$ cat src/rtl/mem_ctrl.sv
// Access sequencer for the LC-3 MAR/MDR/RAM path: turns a request/response
// handshake into ordered ldMAR/ldMDR/selMDR/memWE strobes and bus drive.
module mem_ctrl #(
  parameter int unsigned WAIT_CYCLES = 1
) (
  input  logic        clk,
  input  logic        reset,
  input  logic        req_valid,
  input  logic        req_we,
  input  logic [15:0] req_addr,
  input  logic [15:0] req_wdata,
  output logic        req_ready,
  output logic        rsp_valid,
  input  logic        rsp_ready,
  output logic [15:0] rsp_rdata,
  input  logic [15:0] mdr_in,
  output logic [15:0] bus_out,
  output logic        bus_drive,
  output logic        ldMAR,
  output logic        ldMDR,
  output logic        selMDR,
  output logic        memWE
);

  localparam int unsigned DW = 16;
  localparam int unsigned CW = 4;

  localparam logic [2:0] S_IDLE  = 3'd0;
  localparam logic [2:0] S_MAR   = 3'd1;
  localparam logic [2:0] S_WAIT  = 3'd2;
  localparam logic [2:0] S_RDMDR = 3'd3;
  localparam logic [2:0] S_WRMDR = 3'd4;
  localparam logic [2:0] S_WRITE = 3'd5;
  localparam logic [2:0] S_RESP  = 3'd6;

  logic [2:0]    state, state_nxt;
  logic [CW-1:0] cnt, cnt_nxt;
  logic          we_q;
  logic [DW-1:0] addr_q, wdata_q, addr_nxt;
  logic          accept;
  logic          rd_resp, rd_resp_nxt;

  logic          req_ready_nxt, rsp_valid_nxt, bus_drive_nxt;
  logic          ldmar_nxt, ldmdr_nxt, selmdr_nxt, memwe_nxt;
  logic [DW-1:0] bus_out_nxt;

  assign accept   = (state == S_IDLE) && req_valid;
  assign addr_nxt = accept ? req_addr : addr_q;

  // Next state, wait counter and the output values for the state being entered
  always_comb begin
    state_nxt     = state;
    cnt_nxt       = cnt;
    req_ready_nxt = 1'b0;
    rsp_valid_nxt = 1'b0;
    bus_drive_nxt = 1'b0;
    bus_out_nxt   = '0;
    ldmar_nxt     = 1'b0;
    ldmdr_nxt     = 1'b0;
    selmdr_nxt    = 1'b0;
    memwe_nxt     = 1'b0;
    rd_resp_nxt   = 1'b0;

    case (state)
      S_IDLE:  if (req_valid) state_nxt = S_MAR;
      S_MAR: begin
        if (we_q) begin
          state_nxt = S_WRMDR;
        end else begin
          state_nxt = S_WAIT;
          cnt_nxt   = CW'(WAIT_CYCLES - 1);
        end
      end
      S_WAIT: begin
        if (cnt == '0) state_nxt = S_RDMDR;
        else           cnt_nxt   = cnt - CW'(1);
      end
      S_RDMDR: state_nxt = S_RESP;
      S_WRMDR: state_nxt = S_WRITE;
      S_WRITE: state_nxt = S_RESP;
      S_RESP:  if (rsp_ready) state_nxt = S_IDLE;
      default: state_nxt = S_IDLE;
    endcase

    case (state_nxt)
      S_IDLE:  req_ready_nxt = 1'b1;
      S_MAR: begin
        bus_drive_nxt = 1'b1;
        bus_out_nxt   = addr_nxt;
        ldmar_nxt     = 1'b1;
      end
      S_RDMDR: begin
        selmdr_nxt = 1'b1;
        ldmdr_nxt  = 1'b1;
      end
      S_WRMDR: begin
        bus_drive_nxt = 1'b1;
        bus_out_nxt   = wdata_q;
        ldmdr_nxt     = 1'b1;
      end
      S_WRITE: memwe_nxt = 1'b1;
      S_RESP: begin
        rsp_valid_nxt = 1'b1;
        rd_resp_nxt   = ~we_q;
      end
      default: ;
    endcase
  end

  always_ff @(posedge clk) begin
    if (reset) begin
      state     <= S_IDLE;
      cnt       <= '0;
      we_q      <= 1'b0;
      addr_q    <= '0;
      wdata_q   <= '0;
      req_ready <= 1'b0;
      rsp_valid <= 1'b0;
      bus_drive <= 1'b0;
      bus_out   <= '0;
      ldMAR     <= 1'b0;
      ldMDR     <= 1'b0;
      selMDR    <= 1'b0;
      memWE     <= 1'b0;
      rd_resp   <= 1'b0;
    end else begin
      state     <= state_nxt;
      cnt       <= cnt_nxt;
      if (accept) begin
        we_q    <= req_we;
        addr_q  <= req_addr;
        wdata_q <= req_wdata;
      end
      req_ready <= req_ready_nxt;
      rsp_valid <= rsp_valid_nxt;
      bus_drive <= bus_drive_nxt;
      bus_out   <= bus_out_nxt;
      ldMAR     <= ldmar_nxt;
      ldMDR     <= ldmdr_nxt;
      selMDR    <= selmdr_nxt;
      memWE     <= memwe_nxt;
      rd_resp   <= rd_resp_nxt;
    end
  end

  // MDR only settles on the edge that enters RESP, so read data is passed through
  assign rsp_rdata = rd_resp ? mdr_in : '0;

endmodule

$ cat config.mk
export PLATFORM = sky130hd
export DESIGN_NAME = mem_ctrl
export DESIGN_NICKNAME = d
export VERILOG_FILES = /design/src/rtl/mem_ctrl.sv
export SDC_FILE = /design/constraint.sdc
export NUM_CORES = 1
export LEC_CHECK = 0
export ABC_AREA = 1
export CORE_MARGIN = 5
export CORE_UTILIZATION = 39
export CTS_CLUSTER_SIZE = 25
export DETAILED_ROUTE_END_ITERATION = 10
export MAX_ROUTING_LAYER = met4
export PLACE_DENSITY_LB_ADDON = 0.12
export RECOVER_POWER = 100
export SYNTH_ARGS = -nofsm -noshare
export SYNTH_HDL_FRONTEND = slang
export SYNTH_SLANG_ARGS = --single-unit
$ cat constraint.sdc
create_clock -name clk -period 1.4 [get_ports clk]
set_input_delay 0.28 -clock clk [delete_from_list [all_inputs] [get_ports clk]]
set_output_delay 0.28 -clock clk [all_outputs]
set_load 0.005 [all_outputs]
Fig. 1: signal wires by layer
Drawn at 4 px/micron.
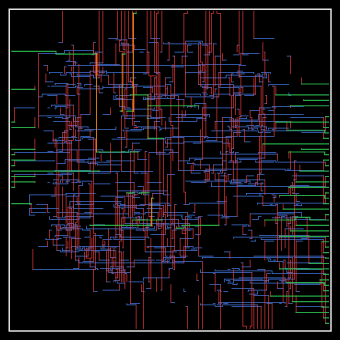
Green shows met3, wire length 427 microns. Blue shows met1, wire length 2350 microns. Orange shows met4, wire length 80.9 microns. Red shows met2, wire length 2380 microns.

Fig. 2: clock network drawn from the DEF
Drawn at 3 px/micron.
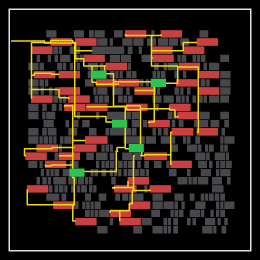
Yellow shows clock wires, length 585 microns. Red shows flip-flops, count 48. Green shows cells driving clock nets, count 5.
Position of the flops: widely spread. There are 6 routed clock nets.
Clk Latency, worst-skew pair: 0.30 ns
clk pwr: 1.02 mW
Clk pwr share: 20.9%

==> ci_impl_report.md <==
### Yosys + OpenROAD results

| Metric | Value |
|---|---|
| Fin Clk Skew | 0.00894 ns |
| FP Core Util | 40.2% |
| Clock Buffer Count | 5 |
| Yosys warnings | 0 |
| Power per Cell Area | 1640 nW/um^2 |
| # Taps | 67 |
| Share of cells above drive strength 1 | 13.6% |
| Worst-path maximum fanout | 14 |
| R2r startpoint | cnt[0] |
| # IOs | 92 |
| Worst setup EP type | register |
| Worst reg-to-reg setup slack | 0.08 ns |
| Leak | 1.46 nW |
| Placed instance area | 2960 sq um |
| Gate Count Post-Synth | 264 |
| Clock Sink Count | 48 |
| GRT overflow | 0 |
| Hold Startpoint | wdata_q[11] |
| Status | finished clean |
| Antenna-violating nets left | 0 |
| Sw Share | 35.2% |
| Row count | 25 |
| Hold Path Stages | 2 |
| Fmax | 0.739 GHz |
| Top class by area | flip-flops and latches |
| Top Consumer | sequential cells |
| Fraction of area in registers | 32.4% |
| Adders+Majority by Area | 1.31% |
| Synth top cell by count | nand2_1 |
| Inverters | 31 |
| Largest regs | bus_out (16), wdata_q (16), cnt (4) |
| Clock Pin Slew Worst Setup and Hold Paths | 0.10 ns |
| Register share after synthesis | 50.2% |
| Yosys stat chip area | 1910 sq um |
| Max VDD drop | 1.11 mV |
Fig. 3: sequential cells grouped by signal name
Drawn at 6 px/micron. Other sequential cells in the stronger gray, the rest of the logic in the fainter gray.
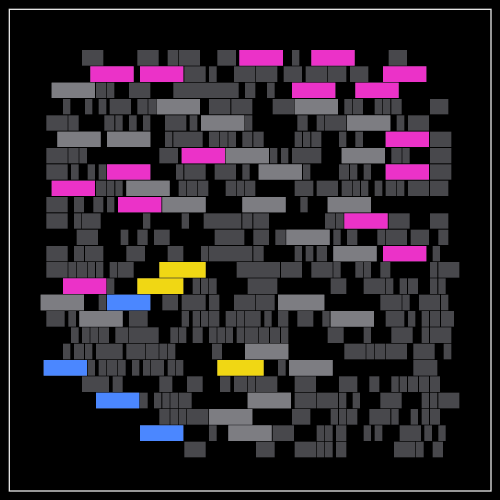
Blue shows cnt, sequential cells 4, where south-west. Yellow shows state, sequential cells 3. Magenta shows bus_out, sequential cells 16.

Power and IR drop assume default switching activity.
